**Run 1: cells by drive strength**

Bar = 10 µm.
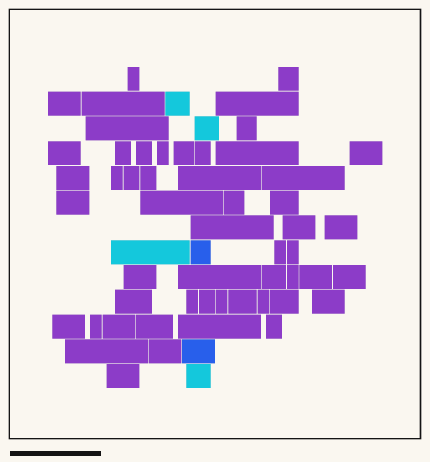
**Run 1: clock distribution**

Bar = 10 µm.
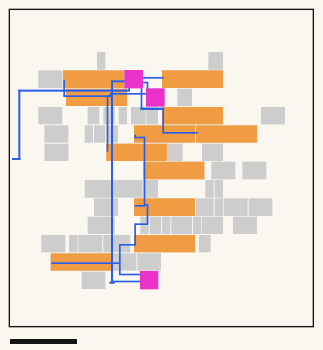
**Run 1: close-up of the layout**

Window x 15 to 45, y 0 to 30 µm. Cells in gray, sequential cells in the stronger gray; small squares are vias.
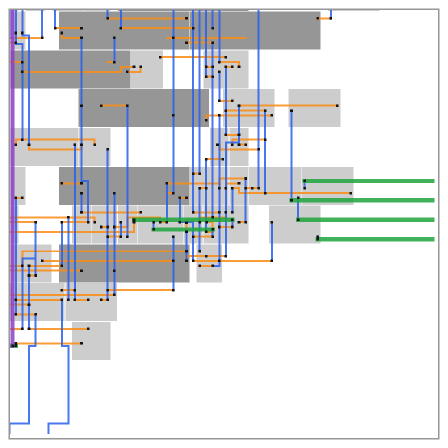
**Run 1: met2 routing**

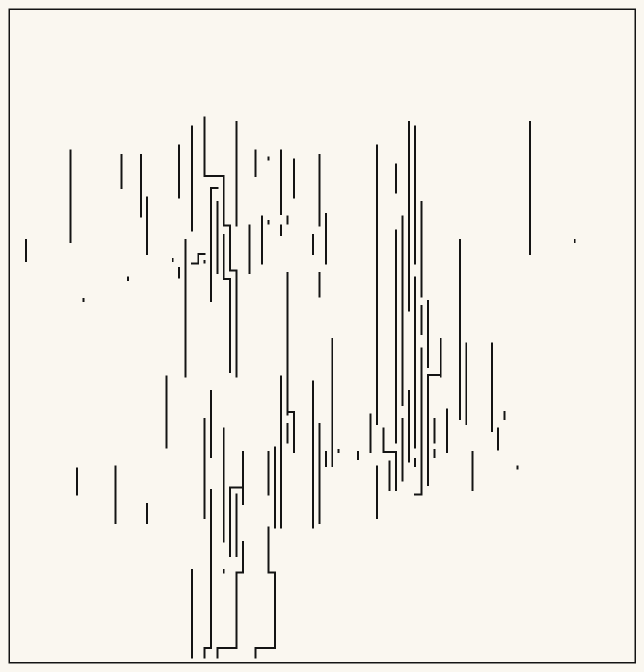
**src/rtl/csp_demux1.sv**
```systemverilog
// Clocked four-phase CSP split: joins one data token and one select token,
// then forwards the data on out0 or out1 according to the select value.
module csp_demux1 #(
  parameter int WIDTH = 1
) (
  input  logic             clk,
  input  logic             reset,
  input  logic             in_req,
  input  logic [WIDTH-1:0] in_data,
  output logic             in_ack,
  input  logic             sel_req,
  input  logic             sel_data,
  output logic             sel_ack,
  output logic             out0_req,
  output logic [WIDTH-1:0] out0_data,
  input  logic             out0_ack,
  output logic             out1_req,
  output logic [WIDTH-1:0] out1_data,
  input  logic             out1_ack,
  output logic             proto_err
);

  typedef enum logic {IDLE = 1'b0, BUSY = 1'b1} state_t;

  state_t           state_q;
  logic             route_q;
  logic [WIDTH-1:0] data_q;
  logic             in_ack_q, sel_ack_q;
  logic             out0_req_q, out1_req_q;
  logic [WIDTH-1:0] out0_data_q, out1_data_q;
  logic             proto_err_q;
  logic             in_prev_q, sel_prev_q;

  // Request/ack of whichever output the current token is routed to.
  logic rt_req, rt_ack;
  assign rt_req = route_q ? out1_req_q : out0_req_q;
  assign rt_ack = route_q ? out1_ack   : out0_ack;

  // An output is live from accept until its ack has fallen again, i.e. for
  // the whole BUSY period when it is the routed one.
  logic out0_live, out1_live;
  assign out0_live = (state_q == BUSY) && !route_q;
  assign out1_live = (state_q == BUSY) &&  route_q;

  always_ff @(posedge clk or posedge reset) begin
    if (reset) begin
      state_q     <= IDLE;
      route_q     <= 1'b0;
      data_q      <= '0;
      in_ack_q    <= 1'b0;
      sel_ack_q   <= 1'b0;
      out0_req_q  <= 1'b0;
      out1_req_q  <= 1'b0;
      out0_data_q <= '0;
      out1_data_q <= '0;
      proto_err_q <= 1'b0;
      in_prev_q   <= 1'b0;
      sel_prev_q  <= 1'b0;
    end else begin
      in_prev_q  <= in_req;
      sel_prev_q <= sel_req;
      if ((out0_ack && !out0_live) || (out1_ack && !out1_live))
        proto_err_q <= 1'b1;

      unique case (state_q)
        IDLE: begin
          if (in_req && sel_req) begin
            data_q    <= in_data;
            route_q   <= sel_data;
            in_ack_q  <= 1'b1;
            sel_ack_q <= 1'b1;
            if (sel_data) begin
              out1_req_q  <= 1'b1;
              out1_data_q <= in_data;
            end else begin
              out0_req_q  <= 1'b1;
              out0_data_q <= in_data;
            end
            state_q <= BUSY;
          end else if ((in_prev_q && !in_req) || (sel_prev_q && !sel_req)) begin
            // A request withdrawn before it was ever acknowledged.
            proto_err_q <= 1'b1;
          end
        end
        BUSY: begin
          if (!in_req)  in_ack_q  <= 1'b0;
          if (!sel_req) sel_ack_q <= 1'b0;
          if (rt_ack) begin
            if (route_q) out1_req_q <= 1'b0;
            else         out0_req_q <= 1'b0;
          end
          if (!in_ack_q && !sel_ack_q && !rt_req && !rt_ack)
            state_q <= IDLE;
        end
        default: state_q <= IDLE;
      endcase
    end
  end

  assign in_ack    = in_ack_q;
  assign sel_ack   = sel_ack_q;
  assign out0_req  = out0_req_q;
  assign out1_req  = out1_req_q;
  assign out0_data = out0_data_q;
  assign out1_data = out1_data_q;
  assign proto_err = proto_err_q;

endmodule
```
**config.mk**
```make
export PLATFORM = sky130hd
export DESIGN_NAME = csp_demux1
export DESIGN_NICKNAME = d
export VERILOG_FILES = /design/src/rtl/csp_demux1.sv
export SDC_FILE = /design/constraint.sdc
export NUM_CORES = 1
export LEC_CHECK = 0
export CAP_MARGIN = 20
export CORE_AREA = 4 4 41 43
export DETAILED_ROUTE_END_ITERATION = 10
export DIE_AREA = 0 0 45 47
export PLACE_DENSITY_LB_ADDON = 0.12
export SLEW_MARGIN = 20
export SYNTH_ARGS = -nofsm -noshare
export SYNTH_HDL_FRONTEND = slang
export SYNTH_SLANG_ARGS = --single-unit
```
**constraint.sdc**
```tcl
create_clock -name clk -period 2.15 [get_ports clk]
set_input_delay 0.215 -clock clk [delete_from_list [all_inputs] [get_ports clk]]
set_output_delay 0.215 -clock clk [all_outputs]
set_load 0.005 [all_outputs]
```
==> impl_metrics.tcl, run 1 <==
# collected from the flow reports
set metrics [dict create \
    intPower_mw 0.522 \
    nets 68 \
    ys_seq_frac 0.573 \
    avgSynthCellArea_um2 11.4 \
    yosys.area.top_type_share 0.573 \
    cpMaxStageDelayCell "clkdlybuf4s50_1" \
    ys_cells 42 \
    max-slew-margin-rel 0.733 \
    fp_nets 50 \
    cts.sinks 11 \
    syn_area_um2 480 \
    combPwrFrac 0.342 \
    cts_resized 0 \
    worstSetupPathType "reg -> out" \
    ys_ff 11 \
    dieArea_um2 2120 \
    ant_nets 0 \
    p_leak_nw 0.290 \
    core_area_um2 1300 \
    status "finished clean" \
    firstDrtPassIters 4 \
    hold_viol 0 \
    crit_chain "clkdlybuf4s50_1" \
    warning_count 26 \
    cts_max_level 1 \
    place.gp.congestion 0.775 \
    ys_area_um2 480 \
    switching_share 0.317 \
    fp_util 0.369 \
    topCellsByArea "dfrtp_1, nand4b_4, mux2_1, a32oi_1, a21oi_1" \
    finalMaxSlewViolations 0 \
    ys_types 19 \
    grt_usage 0.121 \
    layout.cells.most_common "clkdlybuf4s50_1" \
    start_kind "flip-flop" \
    clock.fmax_mhz 717 \
    drt_iter0_markers 23 \
    grt_pass1_vias 378 \
    setup_viol_count_final 0 \
    drc 0 \
    cts_buffers 3 \
    grt_pass1_wl_mm 1.69 \
    io_buffers 14 \
    rsz0062_at_grt "false" \
    io_pins 15 \
    grt_overflow_total 0 \
    clock_path_buffers 2 \
    worst_pin_slew_ns 0.400 \
    powerDensity_nw_per_um2 1160 \
    insertedDiodeCount 0 \
    fin_util 0.508 \
    synthArstFlopShare 1.00 \
    edf_count 0 \
    die.size.y_um 47 \
    cts.clk_slew.worst_paths_ns 0.07 \
    slowest_delay_ns 0.52 \
    hold_path.class "in -> async" \
    fin_crit_ns 1.40 \
    ys.flop_type "dfrtp_1" \
    vias 391 \
    rows 13 \
    top_area_cell "dfrtp_1" \
    cts-root-buf "clkbuf_4" \
    cp_max_fo 4 \
    endpoint_kind "output port" \
    ir_worst_vdd_mv 0.592 \
    crit_buf_inv 1 \
    cp.required_ns 1.93 \
    drive_gt1_frac 0.102 \
]
Notes on 'cells by drive strength' above:
- x2: blue (cells 2; share 3.4%)
- x1 and smaller: purple (cells 53; share 90%)
- x3 and x4: cyan (cells 4; share 6.8%)
bufs w/o clock: 14
cell area after layout: 661 µm²
fin worst setup slack: 0.755 ns
Area growth syn-to-layout: 37.5%

Notes on 'clock distribution' above:
- clock-net drivers: magenta (count 3)
- clock wires: blue (length 160 µm)
- flip-flops: orange (count 11)
- routed clock nets: 4
clk_lat worst skew: 0.27 ns
Clock power frac: 0.187
Final Skew: 0.000392 ns
Clock group: 0.143 mW

Notes on 'close-up of the layout' above:
- M3: green
- M2: blue
- M4: purple
- M1: orange
- sequential cells in the window: 6
- cells with their middle in the window: 31
- most frequent: dfrtp_1 (6), clkdlybuf4s50_1 (5)

Notes on 'met2 routing' above:
- main direction: vertical
- longest straight run: 20.1 µm
- share of all routed wire: 46%
met2 Use GR: 0.169
Routed WL: 1.01 mm

[run 1: layout make-up]
class,count,area (µm²)
clock buffer,4,26.3
timing repair buffer,14,140
sequential,11,275
inverter,2,7.51
tap,15,18.8
fill,112,641
multi-input combinational,28,193
[run 1: metrics by stage]
step	area [µm²]	instances	setup WS (ns)	power [mW]
detailed placement	634	70	0.509	0.624
global placement	634	70	0.562	0.615
global route	661	74	0.686	0.820
floorplan	480	42	1.01	0.468
finish	661	74	0.755	0.763
CTS	661	74	0.743	0.766
[run 1: flip-flops by register name (all words and copies together) (netlist names)]
signal	count
in_prev_q	1
state_q	1
out1_req	1
out0_req	1
out0_data	1
route_q	1
proto_err	1
in_ack	1
out1_data	1
sel_prev_q	1
sel_ack	1
[run 1: power groups by stage]
stage | Sequential (mW) | Clock [mW] | Combinational [mW]
after floorplan | 0.337 | 0 | 0.131
after global placement | 0.359 | 0 | 0.256
after detailed placement | 0.362 | 0 | 0.262
after CTS | 0.359 | 0.145 | 0.263
after global routing | 0.373 | 0.163 | 0.284
final | 0.360 | 0.143 | 0.261
[run 1: per-layer routing]
layer | share of wire | global-route usage | wire length, µm
met4 | 0.039 | 0.123 | 40
met2 | 0.46 | 0.169 | 466
met1 | 0.40 | 0.142 | 406
met5 | 0 | 0 | 0
met3 | 0.099 | 0.0383 | 100
[run 1: cell families after synthesis]
| group | synth area share |
|---|---|
| AND/OR/NAND/NOR | 0.187 |
| flip-flops | 0.573 |
| multiplexers | 0.0677 |
| buffers and inverters | 0.0260 |
| AND-OR/OR-AND | 0.146 |
[run 1: path summary, 6_finish.rpt]
check	slack, ns	depth (start not counted)	end	start
max	0.75	1	in_ack	in_ack
min	0.22	2	out1_data	reset
max reg2reg	0.93	2	out0_data	state_q
min reg2reg	0.48	1	proto_err	proto_err
max in group asynchronous	1.65	2	sel_ack	reset
min in group clk	0.48	1	proto_err	proto_err
[run 1: synthesized netlist by cell type (2+ instances only)]
master and n:
nor2_1 3, o21ai_0 3, nand2_1 4, nand2b_1 2, inv_1 2, dfrtp_1 11
a32oi_1 2, mux2_1 2, a21oi_1 3
==> run 1 -> run 2 <==
- clock period: 2.15 -> 1.3 ns (I/O delays scaled with it)
**Run 2: clock distribution**

Bar = 10 µm.
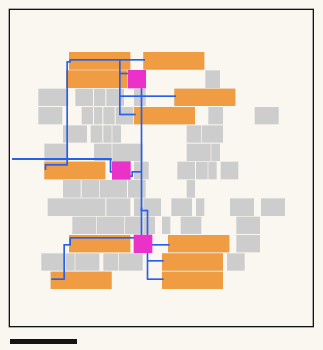
- clock-net drivers: magenta (count 3)
- flip-flops: orange (count 11)
- clock wires: blue (length 138 µm)
- routed clock nets: 4
Clock group: 0.228 mW
Final Skew: 0.00292 ns
clk_lat worst skew: 0.26 ns
Clock power frac: 0.166

**Run 2: met2 routing**

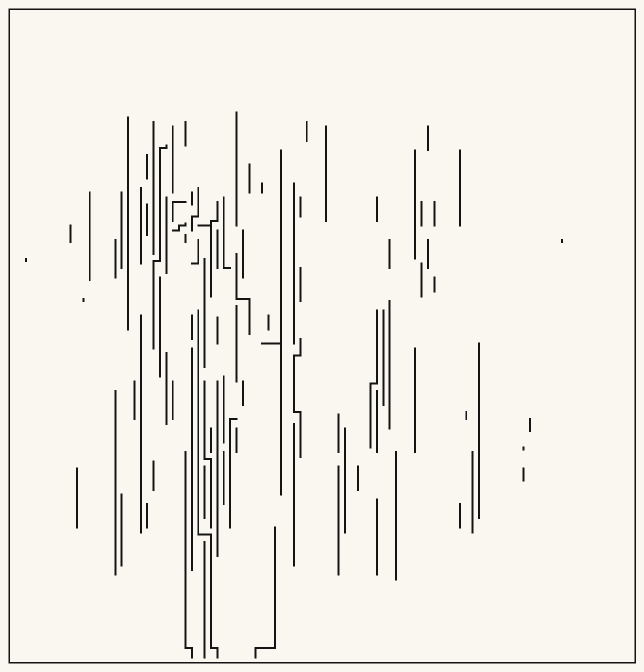
- main direction: vertical
- share of all routed wire: 47%
Routed WL: 1.10 mm
met2 Use GR: 0.184
Vias: 420

==> impl_metrics.tcl, run 2 <==
# collected from the flow reports
set metrics [dict create \
    endpoint_kind "output port" \
    ant_nets 0 \
    p_leak_nw 0.369 \
    grt_pass1_vias 389 \
    hold_slack_ns 0.154 \
    io_buffers 14 \
    pre_cts_ws_ns -0.101 \
    topCellsByArea "dfrtp_1, nand4b_4, mux2_1, a32oi_1, a21oi_1" \
    die.size.y_um 47 \
    timing.rr.end "out0_data" \
    common_cells "dfrtp_1, nand2_1, a21oi_1, nor2_1, o21ai_0" \
    cp_max_fo 3 \
    power_mw 1.37 \
    start_kind "flip-flop" \
    nets 79 \
    cpMaxStageDelayCell "clkdlybuf4s50_1" \
    drc 0 \
    synthArstFlopShare 1.00 \
    worst_pin_slew_ns 0.425 \
    slowest_delay_ns 0.51 \
    crit_buf_inv 1 \
    top_area_cell "dfrtp_1" \
    syn_area_um2 480 \
    ys.flop_type "dfrtp_1" \
    hold_viol 0 \
    insertedDiodeCount 0 \
    crit_chain "clkdlybuf4s50_1" \
    r2r_cells 2 \
    rrSetupSlack_ns 0.22 \
    clock_path_buffers 2 \
    cp.depth 1 \
    grt_usage 0.118 \
    firstDrtPassIters 4 \
    clock.fmax_mhz 784 \
    grt_pass1_wl_mm 1.68 \
    ys_seq_frac 0.573 \
    place.gp.congestion 0.789 \
    worst_slack_ns 0.0241 \
    critPathCapture "out1_req" \
    io_pins 15 \
    max-slew-margin-rel 0.716 \
    fp_util 0.369 \
    design_area_um2 748 \
    status "finished clean" \
    crit_start "out1_req" \
    yosys.area.top_type_share 0.573 \
    ys_ff 11 \
    final.fill_count 113 \
    grt_overflow_total 0 \
    warning_count 26 \
    cp.required_ns 1.17 \
    dieArea_um2 2120 \
    synth.most_common_cell "dfrtp_1" \
    cts_max_level 1 \
    regToRegStartpoint "state_q" \
    hold_path.class "in -> async" \
    core_area_um2 1300 \
    setup_viol_count_final 0 \
    fin_crit_ns 1.28 \
    layout.cells.most_common "clkdlybuf4s50_1" \
    fp_nets 50 \
    drt_iter0_markers 18 \
    ir_worst_vdd_mv 0.874 \
]
## run 2: cell count changes in the layout (fill, tap and decap cells not counted)
cell,previous run,this run
dlymetal6s2s_1,0,2
buf_4,0,11
clkdlybuf4s50_1,14,12
## run 2: cells by family after synthesis
| kind of cell | after synthesis | synth area share |
|---|---|---|
| AOI/OAI and AO/OA | 11 | 0.146 |
| buffers and inverters | 3 | 0.0260 |
| DFF | 11 | 0.573 |
| muxes | 3 | 0.0677 |
| and+or+nand+nor | 14 | 0.187 |
## run 2: stage by stage
stage	instances	TNS, ns
final	85	0
after global routing	85	-0.00999
after CTS	83	0
after detailed placement	77	-0.259
after global placement	77	-0.0775
after floorplan	42	0
## run 2: final cells by class
| cell class | count | area (µm²) | area share |
|---|---|---|---|
| Sequential cell | 11 | 275 | 0.368 |
| Multi-Input combinational cell | 28 | 193 | 0.258 |
| Inverter | 2 | 7.51 | 0.0100 |
| Timing Repair Buffer | 25 | 228 | 0.304 |
| Tap cell | 15 | 18.8 | 0.0251 |
| Clock buffer | 4 | 26.3 | 0.0351 |
## run 2: power breakdown
part / leakage, nW / switching [mW] / internal, mW
registers: 0.131 / 0.0918 / 0.463
logic: 0.222 / 0.221 / 0.370
clock network: 0.0150 / 0.109 / 0.119
total: 0.369 / 0.421 / 0.951
## run 2: worst min-delay path by stage
stage / slack, ns / startpoint / to / cells after the start
2_1_floorplan: -0.02 / reset / in_ack / 1
3_3_place_gp: 0.43 / reset / out1_data / 2
3_5_place_dp: 0.45 / reset / out0_data / 2
4_1_cts: 0.16 / reset / state_q / 2
5_1_grt: 0.19 / reset / out0_data / 2
6_report: 0.15 / reset / state_q / 2
## run 2: layer usage
layer  GRT usage  share of wire  vias to the layer above
li1            -              -                      206
met1       0.147           0.45                      197
met2       0.184           0.47                       17
met3      0.0307          0.073                        0
met4      0.0702              0                        0
met5           0              0                        -
## run 2: what timing repair did
action,in CTS,in global routing
endpoints found under the hold margin,0,0
setup buffers,2,2
setup endpoints to repair,2,4
resized,0,2
**Run 2: cells by drive strength**

Bar = 10 µm.
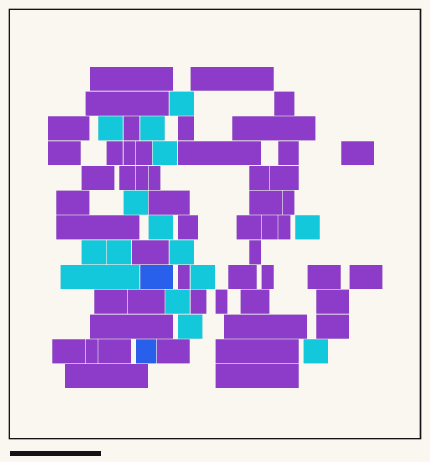

==> run 2 -> run 3 <==
- ABC_AREA: default -> 1
**Run 3: cells by drive strength**

Bar = 10 µm.
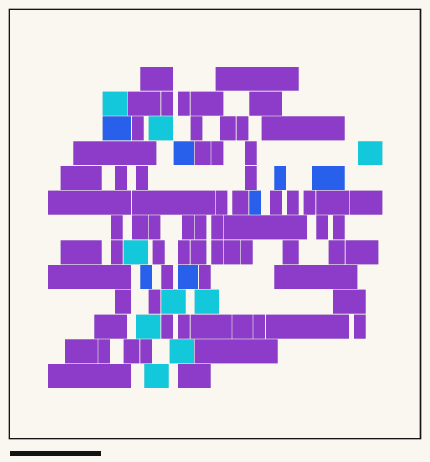
- x1 and smaller: purple (cells 71; share 82%)
- x3 and x4: cyan (cells 9; share 10%)
- x2: blue (cells 7; share 8.0%)
cell area after layout: 739 µm²
fin worst setup slack: 0.0590 ns
Area growth syn-to-layout: 47.4%
bufs w/o clock: 20

==> impl_metrics.tcl, run 3 <==
# collected from the flow reports
set metrics [dict create \
    ys_types 13 \
    drt_wl_total_mm 1.11 \
    grt_pass1_wl_mm 1.97 \
    rsz0062_at_grt "false" \
    dieArea_um2 2120 \
    pre_cts_ws_ns 0.147 \
    syn_area_um2 502 \
    ant_nets 0 \
    edf_count 0 \
    clock_path_buffers 2 \
    slowest_delay_ns 0.50 \
    r2r_cells 6 \
    grt_overflow_total 0 \
    crit_chain "clkdlybuf4s50_1" \
    common_cells "nand2_1, dfrtp_1, inv_1" \
    avgSynthCellArea_um2 7.96 \
    io_pins 15 \
    fp_util 0.386 \
    hold_viol 0 \
    start_kind "flip-flop" \
    die.size.y_um 47 \
    fin_crit_ns 1.24 \
    firstDrtPassIters 4 \
    core_area_um2 1300 \
    cts-root-buf "clkbuf_4" \
    grt_usage 0.135 \
    regToRegStartpoint "state_q" \
    powerDensity_nw_per_um2 1950 \
    clk_latency_ns 0.26 \
    rrSetupSlack_ns 0.29 \
    cts.clk_slew.worst_paths_ns 0.07 \
    fp_nets 71 \
    status "finished clean" \
    final_cells 102 \
    topCellsByArea "dfrtp_1, nand2_1, inv_1, a21oi_1, nand3_1" \
    rows 13 \
    synth.most_common_cell "nand2_1" \
    cpMaxStageDelayCell "clkdlybuf4s50_1" \
    warning_count 26 \
    clock.fmax_mhz 806 \
    setup_viol_count_final 0 \
    cts_max_level 1 \
    drc 0 \
    insertedDiodeCount 0 \
    hold_path.class "in -> async" \
    synthArstFlopShare 1.00 \
    setup-tns-final_ns 0 \
    drive_gt1_frac 0.184 \
    cp.required_ns 1.17 \
    cp_max_fo 2 \
    dp.cells 94 \
    p_leak_nw 0.426 \
    top_area_cell "dfrtp_1" \
    io_buffers 14 \
    grt_pass1_vias 456 \
    crit_buf_inv 1 \
    vias 464 \
    place.gp.congestion 0.869 \
    nets 96 \
    yosys.area.top_type_share 0.549 \
    ys_area_um2 502 \
    final.fill_count 132 \
]
**Run 3: clock distribution**

Bar = 10 µm.
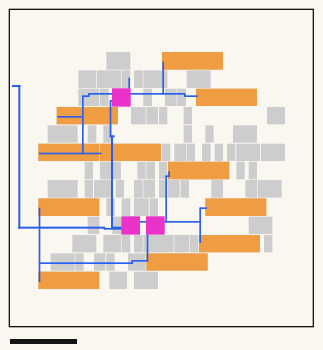
- clock-net drivers: magenta (count 3)
- flip-flops: orange (count 11)
- clock wires: blue (length 162 µm)
- routed clock nets: 4
Clock power frac: 0.159
Final Skew: 0.000777 ns
Clock group: 0.230 mW

## run 3: per-stage QoR
stage | area [µm²] | power, mW | utilization | hold WS [ns]
5_1_grt | 739 | 1.60 | 0.568 | 0.178
2_1_floorplan | 502 | 0.877 | - | -0.0176
4_1_cts | 709 | 1.42 | 0.545 | 0.159
3_3_place_gp | 676 | 1.16 | 0.519 | 0.452
6_report | 739 | 1.44 | 0.568 | 0.150
3_5_place_dp | 676 | 1.16 | 0.519 | 0.457
## run 3: worst max-delay path by stage
| stage | from | endpoint | slack [ns] | cells after the start |
|---|---|---|---|---|
| detailed placement | sel_req | out0_data | 0.15 | 6 |
| CTS | out0_req | out0_req | 0.007 | 1 |
| global route | out0_data | out0_data | 0.004 | 1 |
| finish | out0_data | out0_data | 0.06 | 1 |
| floorplan | state_q | out1_data | 0.38 | 6 |
| global placement | in_req | out0_data | 0.15 | 6 |
## run 3: power by group
| part | internal (mW) | switching, mW |
|---|---|---|
| sequential | 0.463 | 0.0928 |
| combinational | 0.350 | 0.307 |
| clock | 0.119 | 0.111 |
| total | 0.932 | 0.511 |
## run 3: kinds of logic (layout without fill, tap and decap cells)
group | after synthesis | in the layout | synth area share
AOI/OAI and AO/OA | 8 | 8 | 0.0898
buffers and inverters | 12 | 36 | 0.0898
DFF | 11 | 11 | 0.549
and+or+nand+nor | 32 | 32 | 0.272
## run 3: cell type report
cell class / instances / area [µm²] / share of cell area
clock buffer: 4 / 26.3 / 0.0355
inverter: 12 / 45.0 / 0.0609
multi-input combinational: 40 / 181 / 0.245
sequential: 11 / 275 / 0.372
tap: 15 / 18.8 / 0.0254
timing repair buffer: 20 / 193 / 0.261
## run 3: routing by layer
| metal | track usage | share of wire | vias to the layer above | routed length [µm] |
|---|---|---|---|---|
| li1 | - | - | 242 | - |
| met1 | 0.177 | 0.47 | 209 | 521 |
| met2 | 0.195 | 0.46 | 9 | 509 |
| met3 | 0.0383 | 0.041 | 4 | 46 |
| met4 | 0.0877 | 0.031 | 0 | 34 |
| met5 | 0 | 0 | - | 0 |
## run 3: repair_timing
item | 4_1_cts | 5_1_grt
pin swaps | 0 | 0
gates resized | 0 | 3
buffers inserted | 1 | 3
setup endpoints to repair | 1 | 4
Power figures rest on the tool's default switching activity, not on a simulated workload.
